--- config.mk ---
export PLATFORM = sky130hd
export DESIGN_NAME = program_loader
export DESIGN_NICKNAME = d
export VERILOG_FILES = /design/src/rtl/program_loader.sv
export SDC_FILE = /design/constraint.sdc
export NUM_CORES = 1
export LEC_CHECK = 0
export CAP_MARGIN = 20
export CORE_UTILIZATION = 40
export DETAILED_ROUTE_END_ITERATION = 7
export PLACE_DENSITY = 0.66
export SYNTH_ARGS = -nofsm -noshare
export SYNTH_HDL_FRONTEND = slang
export SYNTH_SLANG_ARGS = --single-unit
--- constraint.sdc ---
create_clock -name clock -period 2.9 [get_ports clock]
set_input_delay 0.58 -clock clock [delete_from_list [all_inputs] [get_ports clock]]
set_output_delay 0.58 -clock clock [all_outputs]
set_load 0.005 [all_outputs]
--- src/rtl/program_loader.sv ---
// Boot sequencer: streams a program into instruction memory, holds the core
// in reset while loading, then releases it and counts run cycles until halt.
// Ports: clock/reset; start; in_data/in_valid/in_last/in_ready stream;
//  im_we/im_addr/im_wdata memory write; core_reset; halt; busy/done status;
//  words_loaded, cycle_count, cycle_ovf results.
module program_loader #(
  parameter int PC_BITS    = 9,
  parameter int INSTR_BITS = 9,
  parameter int CYCLE_BITS = 16
) (
  input  logic                  clock,
  input  logic                  reset,
  input  logic                  start,
  input  logic [INSTR_BITS-1:0] in_data,
  input  logic                  in_valid,
  input  logic                  in_last,
  output logic                  in_ready,
  output logic                  im_we,
  output logic [PC_BITS-1:0]    im_addr,
  output logic [INSTR_BITS-1:0] im_wdata,
  output logic                  core_reset,
  input  logic                  halt,
  output logic                  busy,
  output logic                  done,
  output logic [PC_BITS:0]      words_loaded,
  output logic [CYCLE_BITS-1:0] cycle_count,
  output logic                  cycle_ovf
);

  localparam logic [2:0] S_IDLE  = 3'd0;
  localparam logic [2:0] S_LOAD  = 3'd1;
  localparam logic [2:0] S_FLUSH = 3'd2;
  localparam logic [2:0] S_RUN   = 3'd3;
  localparam logic [2:0] S_DONE  = 3'd4;

  localparam logic [PC_BITS-1:0]    ADDR_MAX = '1;
  localparam logic [PC_BITS-1:0]    ADDR_ONE = PC_BITS'(1);
  localparam logic [PC_BITS:0]      WORD_ONE = (PC_BITS+1)'(1);
  localparam logic [CYCLE_BITS-1:0] CNT_MAX  = '1;
  localparam logic [CYCLE_BITS-1:0] CNT_ONE  = CYCLE_BITS'(1);

  logic [2:0]            state_q, state_d;
  logic [PC_BITS-1:0]    load_addr_q, load_addr_d;
  logic [PC_BITS:0]      words_q, words_d;
  logic [CYCLE_BITS-1:0] cnt_q, cnt_d;
  logic                  ovf_q, ovf_d;
  logic                  im_we_q, im_we_d;
  logic [PC_BITS-1:0]    im_addr_q, im_addr_d;
  logic [INSTR_BITS-1:0] im_wdata_q, im_wdata_d;
  logic                  core_reset_q, core_reset_d;
  logic                  accept;

  assign in_ready = (state_q == S_LOAD);
  assign accept   = in_valid & in_ready;

  always_comb begin
    state_d     = state_q;
    load_addr_d = load_addr_q;
    words_d     = words_q;
    cnt_d       = cnt_q;
    ovf_d       = ovf_q;
    im_we_d     = 1'b0;
    im_addr_d   = im_addr_q;
    im_wdata_d  = im_wdata_q;
    unique case (state_q)
      S_IDLE, S_DONE: begin
        if (start) begin
          state_d     = S_LOAD;
          load_addr_d = '0;
          words_d     = '0;
          cnt_d       = '0;
          ovf_d       = 1'b0;
        end
      end
      S_LOAD: begin
        if (accept) begin
          im_we_d     = 1'b1;
          im_addr_d   = load_addr_q;
          im_wdata_d  = in_data;
          load_addr_d = load_addr_q + ADDR_ONE;
          words_d     = words_q + WORD_ONE;
          // Full memory ends the load without wrapping.
          if (in_last || load_addr_q == ADDR_MAX)
            state_d = S_FLUSH;
        end
      end
      S_FLUSH: state_d = S_RUN;
      S_RUN: begin
        if (halt)
          state_d = S_DONE;
        else if (cnt_q == CNT_MAX)
          ovf_d = 1'b1;
        else
          cnt_d = cnt_q + CNT_ONE;
      end
      default: state_d = S_IDLE;
    endcase
    // Registered so the core sees reset low from the first RUN cycle.
    core_reset_d = (state_d != S_RUN);
  end

  always_ff @(posedge clock or posedge reset) begin
    if (reset) begin
      state_q      <= S_IDLE;
      load_addr_q  <= '0;
      words_q      <= '0;
      cnt_q        <= '0;
      ovf_q        <= 1'b0;
      im_we_q      <= 1'b0;
      im_addr_q    <= '0;
      im_wdata_q   <= '0;
      core_reset_q <= 1'b1;
    end else begin
      state_q      <= state_d;
      load_addr_q  <= load_addr_d;
      words_q      <= words_d;
      cnt_q        <= cnt_d;
      ovf_q        <= ovf_d;
      im_we_q      <= im_we_d;
      im_addr_q    <= im_addr_d;
      im_wdata_q   <= im_wdata_d;
      core_reset_q <= core_reset_d;
    end
  end

  assign im_we        = im_we_q;
  assign im_addr      = im_addr_q;
  assign im_wdata     = im_wdata_q;
  assign core_reset   = core_reset_q;
  assign busy         = (state_q == S_LOAD) || (state_q == S_FLUSH)
                        || (state_q == S_RUN);
  assign done         = (state_q == S_DONE);
  assign words_loaded = words_q;
  assign cycle_count  = cnt_q;
  assign cycle_ovf    = ovf_q;

endmodule

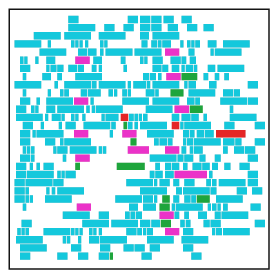
Fig. 1. Cell sizes after repair (run 1).
(3 px per um)
legend:
  _0 and _1 cells:
    color: cyan
    cells: 335
    most_used: nand2_1
  _2 cells:
    color: green
    cells: 12
    most_used: inv_2
  _6 and larger:
    color: magenta
    cells: 14
    most_used: clkbuf_8
  _3 and _4 cells:
    color: red
    cells: 3
    most_used: buf_4
post-route cell area: 3764 um^2
bufs w/o clock: 67
Area Growth Syn to Fin: 32.98%

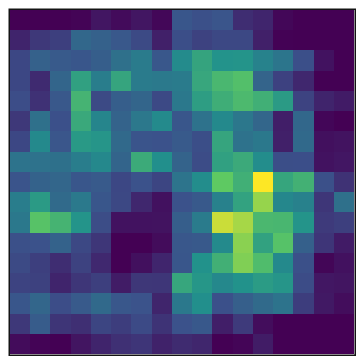
Fig. 2. Signal metal coverage by tile (run 1).
(4 px per um) The die is cut into 17 by 17 equal tiles; dark purple is low, yellow is high, scaled to the fullest tile. Values are wire area over tile area, all layers added.
mean over tiles: 0.15
fullest tile: 0.51
tiles over half the peak: 17%
nearly empty tiles: 12%
wire length per cell: 14.59 um
Post-Route WL: 6.710 mm
gr usage total: 20.15%

==> impl_metrics.toml, run 1 <==
# flow metrics
[setup_path]
path_cells = "nor2_1, nand2_1, inv_1, clkdlybuf4s50_1"
cp_top_family = "buffers and inverters"
critPathBufInv = 2
slowest_delay_ps = 500
cp_max_fo = 8
crit_type = "reg2out"
r2r_cells = 5
rr_startpoint = "cycle_count[0]$_DFFE_PP0P_"
startpoint_type = "flip-flop"
regToRegSetupSlack_ps = 640
end_kind = "output port"
cp.required_ps = 2320
worstSetupEndpoint = "done"
crit_cells = 4
startpoint = "state_q[1]$_DFF_PP0_"
worstReg2RegEnd = "cycle_count[1]$_DFFE_PP0P_"
cpMaxStageDelayCell = "clkdlybuf4s50_1"
arrival_ps = 1730

[global_route]
grt_pass1_vias = 2404
grt_pass1_wl_mm = 11.57
grt_max_degree = 36
grt_overflow = 0
grt_use_met2_pct = 30.74
antenna_found_initial = 0
met1_usage_pct = 27.52

[timing]
period_needed_ps = 2306
rsz0062_at_grt = "false"
skew_ps = 10.29
slew_violations = 0
period_used_pct = 79.51
fin_setup_tns_ps = 0
tightest_slew_ps = 610.0
max_freq_ghz = 0.4337
slew_headroom_pct = 59.19
hold_violations = 0
setup_viol = 0
hold-worst-slack_ps = 474.7

[cells_and_area]
drive_above_1_share_pct = 7.967
finalNonFillerCells = 460
largest_reg_flops = 16
fillers = 631
clkCellAreaFrac_pct = 5.319
comb_area_um2 = 1275
nNonClkInverters = 4
ff_count = 59
num-multi-input-gates = 220
clock_buffers = 12
nonClkBufAreaFrac_pct = 17.95
regArea_um2 = 1478
sh_comb_area_pct = 33.88

[placed_design]
hpwl_mm = 4.527
dp_cells = 446
place_congestion = 0.8131
pre_cts_ws_ps = 549.7
portBuffers = 64
placed_area_um2 = 3563

[logic_synthesis]
synthArstFlopShare_pct = 100.0
synth_flops = 59
synth_xor_xnor_area_share_pct = 3.404
simple_gate_area_share_pct = 26.30
yosysTopAreaCell = "dfrtp_1"
ys.warnings.count = 0
synth-edff-count = 0
ys_seq_share_pct = 52.21
syn_avg_cell_area_um2 = 9.562
mux_area_share_pct = 1.415
flop_cell = "dfrtp_1"
topCellsByArea = "dfrtp_1, nand2_1, xor2_1"
top_area_share_pct = 51.28
synth.distinct_cells = 46
syn-num-nets = 315
ys_cells = 296
ys_sh_aoi_pct = 12.16
synth_chip_area_um2 = 2830
syn_area_um2 = 2830
syn_inst = 296

[route]
wl_met2_mm = 3.103
firstDrtPassIters = 4
wl_met1_mm = 3.106
drc = 0
ant_nets = 0
vias_per_cell = 5.328
drt_iter0_markers = 133

[power_and_ir_drop]
power.leakage_nw = 1.722
vdd_drop_max_uv = 336.5
power_w = 0.002749
powerDensity_nw_per_um2 = 730.4

[outcome]
status = "complete, no violations"

[worst_hold_path]
hold_path.class = "reg2reg"
min_to = "im_wdata[6]$_DFFE_PP0P_"
whs_path_depth = 2
worstHoldStart = "im_wdata[6]$_DFFE_PP0P_"

[floorplanning]
chipArea_um2 = 7416
nWellTaps = 96
ioPinCount = 65
dieHeight_um = 86.12
fp_util_pct = 41.43
fp.dieW_um = 86.12

[clock_tree]
post_cts_resized = 0
insertion_delay_ps = 330
postCtsHoldBufs = 0
tritoncts = "yes"
htree_levels = 3
postCtsSetupBuffers = 0
clockBufferDepth = 2
cts_buffers = 9
cts_root_buffer = "clkbuf_8"

[run]
warnings = 26
max_cap_violations = 0
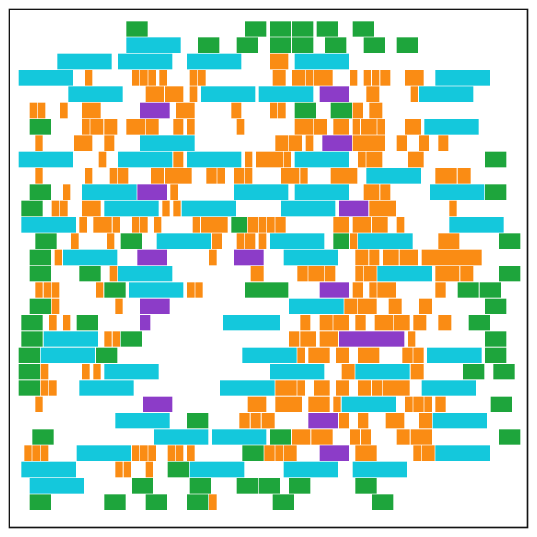
Fig. 3. Placed cells, one color a class (run 1).
(6 px per um)
legend:
  clock drivers and dummy loads:
    color: purple
    cells: 14
  combinational and other logic:
    color: orange
    cells: 224
  flops:
    color: cyan
    cells: 59
  other buffers and delay cells:
    color: green
    cells: 67
number of cell rows: 30
core area: 6832 um^2
register share of the cell area: 39.26%
Final Util: 55.09%

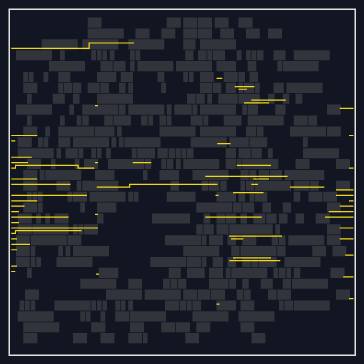
Fig. 4. Metal 3 (run 1).
(4 px per um) Cells faint in the background.
longest straight run: 21.8 um
wire length on this layer: 385 um
share of all routed wire: 5.7%
GR Util met3: 3.946%
total number of vias: 2451

==> run 1: cell usage in the layout (no fill, tap or decap), drive strengths merged, types with 2 or more instances in the layout <==
master / instances
a2111oi: 2
a21o: 3
a21oi: 13
a31oi: 10
a41oi: 2
and2: 2
and3: 6
and4: 7
buf: 3
clkbuf: 12
clkdlybuf4s50: 64
dfrtp: 58
ha: 4
inv: 4
mux2i: 4
nand2: 82
nand2b: 2
nand3: 15
nand3b: 3
nand4: 13
nor2: 15
nor3b: 2
o21a: 2
o21ai: 9
o31ai: 2
or4: 2
xor2: 10
==> run 1: power by group <==
group	leakage, nW	total (W)	switching [W]	internal [W]
combinational	0.822	0.000860	0.000458	0.000401
clock	0.104	0.000767	0.000311	0.000456
sequential	0.796	0.00112	0.000146	0.000976
total	1.72	0.00275	0.000915	0.00183
==> run 1 -> run 2 <==
==> constraint.sdc (replaced) <==
create_clock -name clock -period 2.17 [get_ports clock]
set_input_delay 0.434 -clock clock [delete_from_list [all_inputs] [get_ports clock]]
set_output_delay 0.434 -clock clock [all_outputs]
set_load 0.005 [all_outputs]
==> run 2 against run 1 <==
Net effect: worst setup slack lost 490 ps; highest routed layer unchanged; worst hold slack lost 0.91 ps; utilization grew 1.2 points; flip-flop count is the same; critical path depth shrank 2; non-clock buffer count grew 9; critical endpoint is now in_ready; clock power grew about 40%; first-iteration DRC count shrank 20%; via count grew 1.6%.
==> impl_metrics.toml, run 2 <==
# flow metrics
[clock_tree]
htree_levels = 3
insertion_delay_ps = 330
cts_root_buffer = "clkbuf_8"
postCtsHoldBufs = 0
tritoncts = "yes"

[setup_path]
slowest_delay_ps = 540
arrival_ps = 1630
cp.required_ps = 1740
r2r_cells = 6
rr_startpoint = "cycle_count[1]$_DFFE_PP0P_"
worstReg2RegEnd = "cycle_count[14]$_DFFE_PP0P_"
startpoint = "state_q[0]$_DFF_PP0_"
end_kind = "output port"
cpMaxStageDelayCell = "clkdlybuf4s50_1"
cp_max_fo = 8
regToRegSetupSlack_ps = 250
startpoint_type = "flip-flop"
path_cells = "nor3b_2, clkdlybuf4s50_1"
worstSetupEndpoint = "in_ready"
critPathBufInv = 1
crit_type = "reg2out"
crit_cells = 2

[logic_synthesis]
synthArstFlopShare_pct = 100.0
synth_chip_area_um2 = 2830
syn-num-nets = 315
yosysTopAreaCell = "dfrtp_1"
synth_xor_xnor_area_share_pct = 3.404
syn_avg_cell_area_um2 = 9.562
synth-edff-count = 0
synth.distinct_cells = 46
ys_seq_share_pct = 52.21
syn_inst = 296
topCellsByArea = "dfrtp_1, nand2_1, xor2_1"

[timing]
hold_violations = 0
slew_headroom_pct = 66.14
skew_ps = 9.923
max_freq_ghz = 0.4845
tightest_slew_ps = 507.9
period_used_pct = 95.12
setup_viol = 0
fin_setup_tns_ps = 0
hold-worst-slack_ps = 473.8
slew_violations = 0
rsz0062_at_grt = "false"

[placed_design]
portBuffers = 64
place_congestion = 0.8100
dp_cells = 455
placed_area_um2 = 3631
hpwl_mm = 4.635

[route]
drt_iter0_markers = 106
vias_per_cell = 5.285

[floorplanning]
fp_util_pct = 41.43
dieHeight_um = 86.12
coreArea_um2 = 6832
ioPinCount = 65
rows = 30

[run]
max_cap_violations = 0

[cells_and_area]
fin_area_um2 = 3842
syn_to_final_growth_pct = 35.76
fillers = 622
finalNonFillerCells = 471
layout_top_cell = "nand2_1"
final_util_pct = 56.25
drive_above_1_share_pct = 10.40
largest_reg_flops = 16
lay_top_cells = "nand2_1, clkdlybuf4s50_1, dfrtp_1"
regArea_um2 = 1478

[global_route]
grt_pass1_wl_mm = 11.28
grt_max_degree = 60

[power_and_ir_drop]
power.leakage_nw = 1.766
power_w = 0.003782
powerDensity_nw_per_um2 = 984.3

[worst_hold_path]
min_to = "im_wdata[5]$_DFFE_PP0P_"
hold_path.class = "reg2reg"
worstHoldStart = "im_wdata[5]$_DFFE_PP0P_"

[outcome]
status = "complete, no violations"
## run 2: per-layer routing
metal,part of all wire (%),GRT usage (%)
met5,0,0
met4,0.85,8.182
met3,5.1,4.427
met2,48,31.10
met1,46,26.07
## run 2: power by group
| group | internal, W | switching (W) | total, W |
|---|---|---|---|
| Clock | 0.000643 | 0.000425 | 0.00107 |
| Sequential | 0.00130 | 0.000205 | 0.00151 |
| Combinational | 0.000581 | 0.000624 | 0.00121 |
## run 2: area by class of cell
type / count / share of cell area, %
Clock buffer: 11 / 3.419
Clock inverter: 5 / 2.019
Inverter: 4 / 0.3908
Multi-Input combinational cell: 220 / 33.25
Sequential cell: 59 / 38.46
Tap cell: 96 / 3.126
Timing Repair Buffer: 76 / 19.34
## run 2: what timing repair did
item	CTS	global route
endpoints found under the setup margin	0	1
resized	0	1
setup buffers	0	0
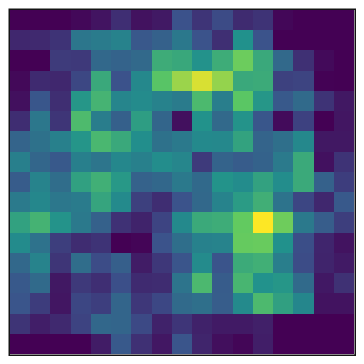
Fig. 5. Signal metal coverage by tile (run 2).
(4 px per um) The die is cut into 17 by 17 equal tiles; dark purple is low, yellow is high, scaled to the fullest tile. Values are wire area over tile area, all layers added.
fullest tile: 0.48
mean over tiles: 0.14
nearly empty tiles: 11%
tiles over half the peak: 19%
wire length per cell: 14.46 um
gr usage total: 19.66%
total number of vias: 2489
Post-Route WL: 6.811 mm

Fig. 6: run 2, placed cells, one color a class
(6 px per um)
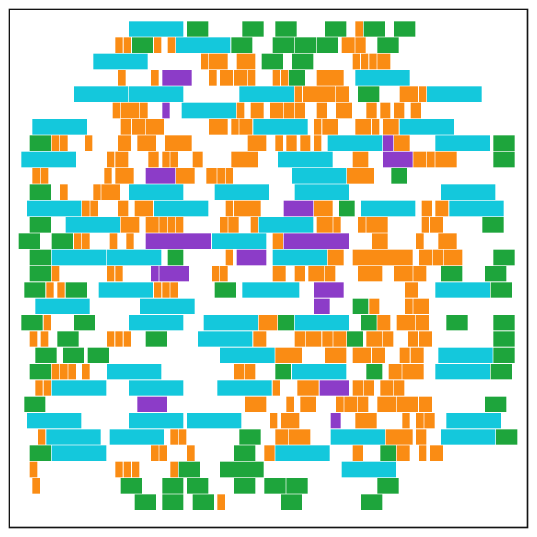

==> run 2 -> run 3 <==
--- a/config.mk
+++ b/config.mk
@@ -8,7 +8,8 @@
 export CAP_MARGIN = 20
 export CORE_UTILIZATION = 40
 export DETAILED_ROUTE_END_ITERATION = 7
-export PLACE_DENSITY = 0.66
+export PLACE_DENSITY = 0.69
+export RECOVER_POWER = 100
 export SYNTH_ARGS = -nofsm -noshare
 export SYNTH_HDL_FRONTEND = slang
 export SYNTH_SLANG_ARGS = --single-unit
==> constraint.sdc (replaced) <==
create_clock -name clock -period 1.75 [get_ports clock]
set_input_delay 0.35 -clock clock [delete_from_list [all_inputs] [get_ports clock]]
set_output_delay 0.35 -clock clock [all_outputs]
set_load 0.005 [all_outputs]
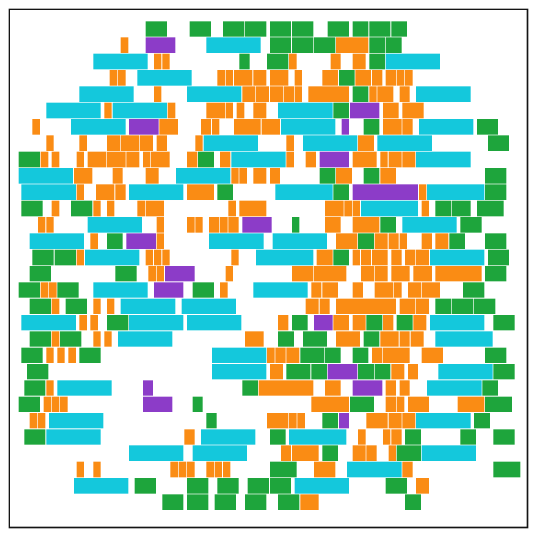
Fig. 7. Placed cells, one color a class (run 3).
(6 px per um)
legend:
  flops:
    color: cyan
    cells: 59
  other buffers and delay cells:
    color: green
    cells: 113
  combinational and other logic:
    color: orange
    cells: 224
  clock drivers and dummy loads:
    color: purple
    cells: 16
Final Util: 61.43%
post-route cell area: 4197 um^2

==> run 3 against run 2 <==
Net effect: global-route usage grew 0.74 points; synthesized cell count did not move; first-iteration DRC count increased by 55%; clock skew is 5.4 ps lower; cell count increased by 7.9%; sequential power is 21% higher; via count increased by 7.9%; non-clock buffer count rose by 37; largest power group is now combinational cells.
==> impl_metrics.toml, run 3 <==
# flow metrics
[floorplanning]
fp_util_pct = 41.43
nWellTaps = 96
ioPinCount = 65
rows = 30
coreArea_um2 = 6832
fp.dieW_um = 86.12
chipArea_um2 = 7416
dieHeight_um = 86.12

[power_and_ir_drop]
combPwrFrac_pct = 38.1
pg_seq_w = 0.00183
powerDensity_nw_per_um2 = 1194
power_frac_clock_pct = 25.4
power_switching_w = 0.001674
p_int_w = 0.003337
power.leakage_nw = 2.003
swShare_pct = 33.40
p_clk_w = 0.00127
top_power_group = "combinational cells"
seqPwrFrac_pct = 36.5
vdd_drop_max_uv = 593.4
pg_comb_w = 0.00191

[logic_synthesis]
common_cells = "nand2_1, dfrtp_1, nor2_1"
synth_xor_xnor_area_share_pct = 3.404
synthArstFlopShare_pct = 100.0
most_common_cell = "nand2_1"
synth_chip_area_um2 = 2830
top_area_share_pct = 51.28
syn_avg_cell_area_um2 = 9.562
ys_seq_share_pct = 52.21
syn_inst = 296
simple_gate_area_share_pct = 26.30
syn-num-nets = 315
synth.distinct_cells = 46
ys.warnings.count = 0
ys_sh_aoi_pct = 12.16
logic_family = "simple AND/OR/NAND/NOR gates"
topCellsByArea = "dfrtp_1, nand2_1, xor2_1"
yosysTopAreaCell = "dfrtp_1"
syn_area_um2 = 2830
synth_flops = 59
ys_cells = 296
yosys.area_share.adder_pct = 1.768
flop_cell = "dfrtp_1"
mux_area_share_pct = 1.415
synth-edff-count = 0

[setup_path]
path_cells = "buf_4, buf_4, and4bb_2, o41a_1, buf_4, a41oi_1, a31oi_2"
rr_startpoint = "state_q[0]$_DFF_PP0_"
cpMostUsedCell = "buf_4"
startpoint_type = "flip-flop"
worstReg2RegEnd = "cycle_count[3]$_DFFE_PP0P_"
cp_max_fo = 7
crit_type = "reg2reg"
r2r_cells = 7
worstSetupEndpoint = "cycle_count[3]$_DFFE_PP0P_"
slowest_delay_ps = 430
cp.required_ps = 1960
arrival_ps = 1940
end_kind = "flip-flop"
crit_cells = 7
startpoint = "state_q[0]$_DFF_PP0_"
regToRegSetupSlack_ps = 20
cp_top_family = "buffers and inverters"
critPathBufInv = 3
cpMaxStageDelayCell = "dfrtp_1"

[timing]
setup_viol = 0
slew_headroom_pct = 51.85
period_used_pct = 99.06
hold_violations = 0
slew_violations = 0
rsz0062_at_grt = "true"
fin_setup_tns_ps = 0
max_freq_ghz = 0.5769
period_needed_ps = 1734
tightest_slew_ps = 722.3
skew_ps = 4.569

[route]
wl_met2_mm = 3.497
vias_per_cell = 5.287
ant_nets = 0
top_layer = "met4"
drt_iter0_markers = 164
wl_met1_mm = 3.247
routedWlPerCell_um = 14.36
wl_met3_um = 443
firstDrtPassIters = 4
routed_wl_mm = 7.297
num_vias = 2686
drc = 0

[global_route]
grt_use_met2_pct = 32.54
grt_use_total_pct = 20.40
grt_pass1_wl_mm = 11.63
grt_pass1_vias = 2467
antenna_found_initial = 0
grt_max_degree = 31
gr-usage-met3_pct = 6.160
met1_usage_pct = 25.84
grt_overflow = 0
grt_busiest_layer = "met2"

[cells_and_area]
antennaDiodeCount = 0
fin_nets = 426
seq_share_pct = 35.36
regArea_um2 = 1484
syn_to_final_growth_pct = 48.28
nonClkBufAreaFrac_pct = 24.42
nNonClkInverters = 4
clock_buffers = 12
sh_comb_area_pct = 32.05
comb_area_um2 = 1345
largest_reg_flops = 16
clkCellAreaFrac_pct = 4.860
ff_count = 59
dominant_cells = "flip-flops and latches"
lay_top_cells = "nand2_1, clkdlybuf4s50_1, dfrtp_1"
drive_above_1_share_pct = 21.12
nNonClkBuffers = 113
num-multi-input-gates = 220
fillers = 591
layout_top_cell = "nand2_1"

[worst_hold_path]
worstHoldStart = "im_wdata[1]$_DFFE_PP0P_"
min_to = "im_wdata[1]$_DFFE_PP0P_"
hold_path.class = "reg2reg"
whs_path_depth = 2

[clock_tree]
cts_buffers = 9
cts_sinks = 59
cts_root_buffer = "clkbuf_8"
insertion_delay_ps = 330
clockBufferDepth = 2
tritoncts = "yes"
htree_levels = 3

[placed_design]
portBuffers = 64
place_congestion = 0.8280
hpwl_mm = 4.882

[run]
warnings = 28
max_cap_violations = 0

[outcome]
status = "complete, no violations"
==> run 3: repair_timing <==
| action | 4_1_cts | 5_1_grt |
|---|---|---|
| buffers inserted | 7 | 9 |
| pin swaps | 4 | 8 |
| setup endpoints to repair | 6 | 20 |
| gates resized | 8 | 21 |
| hold buffers | 0 | 0 |
==> run 3: stage by stage <==
step                      std cells  hold slack, ps  power [W]  cell area (um^2)  setup WS [ps]
after floorplan                 296           449.2   0.002600              2844          24.14
after global placement          476           457.5   0.003492              3815         -165.0
after detailed placement        476           464.8   0.003521              3815         -200.2
after CTS                       499           428.7   0.004930              4088         -49.53
after global routing            508           506.8   0.005326              4197         -37.14
final                           508           471.7   0.005011              4197          16.45
Power figures rest on the tool's default switching activity, not on a simulated workload.
